[config.mk]
export PLATFORM = sky130hd
export DESIGN_NAME = button_debounce
export DESIGN_NICKNAME = d
export VERILOG_FILES = /design/src/rtl/modboard_pkg.sv /design/src/rtl/sync_chain.sv /design/src/rtl/button_debounce.sv
export SDC_FILE = /design/constraint.sdc
export NUM_CORES = 1
export LEC_CHECK = 0
export ABC_AREA = 1
export CAP_MARGIN = 20
export CORE_UTILIZATION = 55
export CTS_CLUSTER_SIZE = 12
export DETAILED_ROUTE_END_ITERATION = 8
export GPL_ROUTABILITY_DRIVEN = 0
export PLACE_DENSITY_LB_ADDON = 0.3
export SYNTH_ARGS = -nofsm -noshare
export SYNTH_HDL_FRONTEND = slang
export SYNTH_SLANG_ARGS = --single-unit
[constraint.sdc]
create_clock -name clk -period 2 [get_ports clk]
set_input_delay 0.2 -clock clk [delete_from_list [all_inputs] [get_ports clk]]
set_output_delay 0.2 -clock clk [all_outputs]
set_load 0.02 [all_outputs]
[src/rtl/modboard_pkg.sv]
// Shared constants and types for the modboard CPLD pin-conditioning logic.
package modboard_pkg;

    // Board oscillator frequency; all default cycle counts derive from it.
    localparam int unsigned CLK_HZ = 50_000_000;

    // 1 ms debounce window, 0.5 s first repeat, 0.1 s repeat period.
    localparam int unsigned DEBOUNCE_CYCLES_DEFAULT = CLK_HZ / 1000;
    localparam int unsigned REPEAT_DELAY_DEFAULT    = CLK_HZ / 2;
    localparam int unsigned REPEAT_PERIOD_DEFAULT   = CLK_HZ / 10;

    // Debounce state machine encoding.
    typedef enum logic [1:0] {
        RELEASED    = 2'd0,
        ARM_PRESS   = 2'd1,
        PRESSED     = 2'd2,
        ARM_RELEASE = 2'd3
    } db_state_e;

    // Larger of two cycle counts, used to size shared counters.
    function automatic int unsigned maxOf(input int unsigned a, input int unsigned b);
        return (a > b) ? a : b;
    endfunction

endpackage

[src/rtl/sync_chain.sv]
// Multi-flop synchroniser for an asynchronous pin; reset loads the idle pin level.
module sync_chain #(
    parameter int unsigned STAGES      = 2,
    parameter logic        RESET_VALUE = 1'b0
) (
    input  logic clk,
    input  logic rst_n,
    input  logic d_i,
    output logic q_o
);

    if (STAGES < 2) begin : gStagesCheck
        $error("sync_chain: STAGES must be at least 2");
    end

    logic [STAGES-1:0] chain_q;

    // Shift the raw pin through the chain; the last flop is the safe sample.
    always_ff @(posedge clk or negedge rst_n) begin
        if (!rst_n) begin
            chain_q <= {STAGES{RESET_VALUE}};
        end else begin
            chain_q <= {chain_q[STAGES-2:0], d_i};
        end
    end

    assign q_o = chain_q[STAGES-1];

endmodule

[src/rtl/button_debounce.sv]
// Pushbutton conditioner: synchronise, debounce, and emit press/release/tick strobes
// with optional auto-repeat while the button is held.
module button_debounce
    import modboard_pkg::*;
#(
    parameter bit          ACTIVE_LOW      = 1'b1,
    parameter int unsigned SYNC_STAGES     = 2,
    parameter int unsigned DEBOUNCE_CYCLES = DEBOUNCE_CYCLES_DEFAULT,
    parameter bit          REPEAT_EN       = 1'b0,
    parameter int unsigned REPEAT_DELAY    = REPEAT_DELAY_DEFAULT,
    parameter int unsigned REPEAT_PERIOD   = REPEAT_PERIOD_DEFAULT
) (
    input  logic clk,
    input  logic rst_n,
    input  logic btn_raw,
    output logic btn_level,
    output logic press_pulse,
    output logic release_pulse,
    output logic tick
);

    if (DEBOUNCE_CYCLES < 1) begin : gDebounceCheck
        $error("button_debounce: DEBOUNCE_CYCLES must be at least 1");
    end
    if (REPEAT_PERIOD < 1) begin : gPeriodCheck
        $error("button_debounce: REPEAT_PERIOD must be at least 1");
    end

    localparam int unsigned DB_W    = $clog2(DEBOUNCE_CYCLES + 1);
    localparam int unsigned REP_MAX = maxOf(REPEAT_DELAY, REPEAT_PERIOD);
    localparam int unsigned REP_W   = $clog2(REP_MAX + 1);

    localparam logic [DB_W-1:0]  DB_LAST     = DB_W'(DEBOUNCE_CYCLES - 1);
    localparam logic [DB_W-1:0]  DB_ONE      = DB_W'(1);
    localparam logic [REP_W-1:0] REP_ONE     = REP_W'(1);
    localparam logic [REP_W-1:0] REP_DELAY_C = REP_W'(REPEAT_DELAY);
    localparam logic [REP_W-1:0] REP_PER_C   = REP_W'(REPEAT_PERIOD);

    logic syncRaw;
    logic pressedNow;

    sync_chain #(
        .STAGES      (SYNC_STAGES),
        .RESET_VALUE (ACTIVE_LOW ? 1'b1 : 1'b0)
    ) u_sync (
        .clk   (clk),
        .rst_n (rst_n),
        .d_i   (btn_raw),
        .q_o   (syncRaw)
    );

    assign pressedNow = ACTIVE_LOW ? ~syncRaw : syncRaw;

    db_state_e        state_q, state_d;
    logic [DB_W-1:0]  dbCnt_q, dbCnt_d;
    logic [REP_W-1:0] repCnt_q, repCnt_d;
    logic [REP_W-1:0] repNext;
    logic             repFirstDone_q, repFirstDone_d;
    logic             btnLevel_q, btnLevel_d;
    logic             press_q, press_d;
    logic             release_q, release_d;
    logic             tick_q, tick_d;
    logic             repStrobe;

    // Next-state logic: debounce FSM, edge strobes and the auto-repeat counter.
    always_comb begin
        state_d        = state_q;
        dbCnt_d        = dbCnt_q;
        repCnt_d       = repCnt_q;
        repFirstDone_d = repFirstDone_q;
        repNext        = repCnt_q + REP_ONE;
        repStrobe      = 1'b0;

        case (state_q)
            RELEASED: begin
                if (pressedNow) begin
                    if (DEBOUNCE_CYCLES == 1) begin
                        state_d = PRESSED;
                        dbCnt_d = '0;
                    end else begin
                        state_d = ARM_PRESS;
                        dbCnt_d = DB_ONE;
                    end
                end
            end
            ARM_PRESS: begin
                if (!pressedNow) begin
                    state_d = RELEASED;
                    dbCnt_d = '0;
                end else if (dbCnt_q >= DB_LAST) begin
                    state_d = PRESSED;
                    dbCnt_d = '0;
                end else begin
                    dbCnt_d = dbCnt_q + DB_ONE;
                end
            end
            PRESSED: begin
                if (!pressedNow) begin
                    if (DEBOUNCE_CYCLES == 1) begin
                        state_d = RELEASED;
                        dbCnt_d = '0;
                    end else begin
                        state_d = ARM_RELEASE;
                        dbCnt_d = DB_ONE;
                    end
                end
            end
            default: begin
                if (pressedNow) begin
                    state_d = PRESSED;
                    dbCnt_d = '0;
                end else if (dbCnt_q >= DB_LAST) begin
                    state_d = RELEASED;
                    dbCnt_d = '0;
                end else begin
                    dbCnt_d = dbCnt_q + DB_ONE;
                end
            end
        endcase

        btnLevel_d = (state_d == PRESSED) || (state_d == ARM_RELEASE);
        press_d    = btnLevel_d && !btnLevel_q;
        release_d  = !btnLevel_d && btnLevel_q;

        if (REPEAT_EN) begin
            if (press_d || release_d) begin
                repCnt_d       = '0;
                repFirstDone_d = 1'b0;
            end else if ((state_q == PRESSED) && (state_d == PRESSED)) begin
                if (repNext == (repFirstDone_q ? REP_PER_C : REP_DELAY_C)) begin
                    repStrobe      = 1'b1;
                    repCnt_d       = '0;
                    repFirstDone_d = 1'b1;
                end else begin
                    repCnt_d = repNext;
                end
            end
        end

        tick_d = press_d | repStrobe;
    end

    // State and registered outputs; reset discards any debounce or repeat progress.
    always_ff @(posedge clk or negedge rst_n) begin
        if (!rst_n) begin
            state_q        <= RELEASED;
            dbCnt_q        <= '0;
            repCnt_q       <= '0;
            repFirstDone_q <= 1'b0;
            btnLevel_q     <= 1'b0;
            press_q        <= 1'b0;
            release_q      <= 1'b0;
            tick_q         <= 1'b0;
        end else begin
            state_q        <= state_d;
            dbCnt_q        <= dbCnt_d;
            repCnt_q       <= repCnt_d;
            repFirstDone_q <= repFirstDone_d;
            btnLevel_q     <= btnLevel_d;
            press_q        <= press_d;
            release_q      <= release_d;
            tick_q         <= tick_d;
        end
    end

    assign btn_level     = btnLevel_q;
    assign press_pulse   = press_q;
    assign release_pulse = release_q;
    assign tick          = tick_q;

endmodule
**Routed metal, one colour a layer**

Only two layers are drawn.
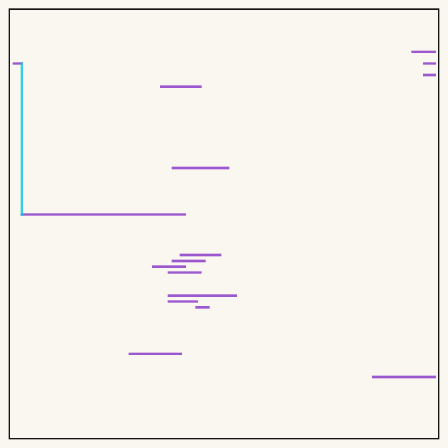
Purple is M3, wire length 77.2 um. Cyan is M4, wire length 17.7 um.
via count: 1005
WL/cell: 11.5 um
gr usage total: 20.3%
routed wire length: 2230 um

**Clock wires, drivers and flops**

Scale bar: 20 um.
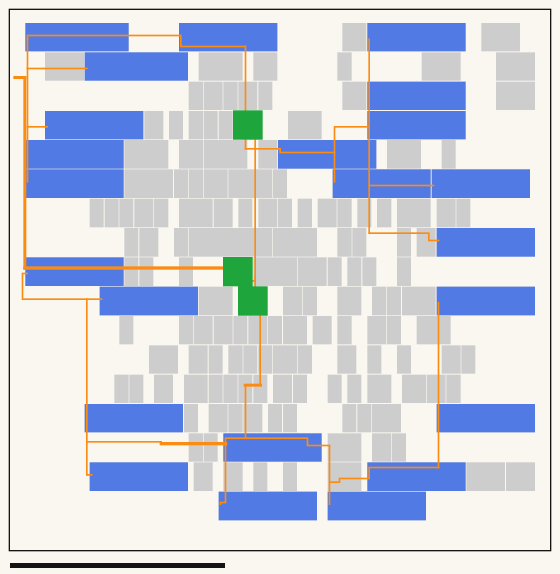
Orange is clock wires, length 261 um. Blue is flip-flops, count 23. Green is clock-net drivers, count 3.
There are 4 routed clock nets. Position of the flops: all over the die.
Power Clock: 0.000210 W
power share of the clock group: 28.2%

==> flow_metrics.env <==
# implementation run metrics
export IMPL_lay_top_cells="nand2_1 (46), dfrtp_1 (21), nor2_1 (15), nand3_1 (15), inv_1 (11)"
export IMPL_clock_skew_ns=0.00178
export IMPL_sh_comb_area_pct=45.8
export IMPL_core_sq_um=2190
export IMPL_cts_path_max_buffers=2
export IMPL_cp_required_ns=2.25
export IMPL_fa_ha_area_share_pct=0.982
export IMPL_fp_utilization_pct=58.1
export IMPL_seq_power_w=0.000487
export IMPL_status="completed"
export IMPL_inverters=12
export IMPL_aoi_share_pct=6.58
export IMPL_ys_types=22
export IMPL_numCtsBuffers=3
export IMPL_boundaryPins=7
export IMPL_seq_share_pct=41.6
export IMPL_synth_seq_share_pct=45.4
export IMPL_regArea_sq_um=578
export IMPL_r2r_cells=8
export IMPL_tool_warnings=26
export IMPL_cp_max_fo=5
export IMPL_path_cells="ha_1 > nand3_1 > nand3b_1 > nand2_4 > nand2_4 > nor2_2 > nand3_1 > nand2_1"
export IMPL_clk_share_pct=1.98
export IMPL_ff2ff_setup_slack_ns=0.44
export IMPL_buffer_area_share_pct=4.86
export IMPL_cp_slowest_cell="dfrtp_1"
export IMPL_numSynthFlops=23
export IMPL_ys_area_sq_um=1270
export IMPL_yosysCellCount=156
export IMPL_slowest_delay_ns=0.43
export IMPL_largest_class="combinational gates"
export IMPL_final_comb_area_sq_um=636
export IMPL_post_cts_buffers=0
export IMPL_simple_gate_share_pct=36.8
export IMPL_combPwrFrac_pct=6.2
export IMPL_cts_sinks=23
export IMPL_maxCapViolCount=0
[routing by layer]
metal	up-vias	wire (um)	track usage, %
met1	464	1110	28.5
met3	2	77	1.85
met2	25	1020	32.4
met4	0	17	7.14
met5	-	0	0
li1	514	-	-
[synth_stat cells (all sizes together)]
cell    instances  area share [%]
o21bai          2             1.2
o21ai          12             5.0
nor2           22             8.6
nand3b          1            0.59
nand3          15             5.9
xor2            8             5.5
ha              1            0.98
dfstp           2             4.1
buf             2             1.2
dfrtp          21              41
a21oi           1            0.39
inv            12             3.5
nand4           3             2.7
nand2          54              19
[worst max-delay path: cells and delay by family, from the launching register on]
| family | cells | cell delay (ns) |
|---|---|---|
| adders and majority gates | 1 | 0.23 |
| DFF | 1 | 0.43 |
| and+or+nand+nor | 7 | 0.84 |
Power figures rest on the tool's default switching activity, not on a simulated workload.
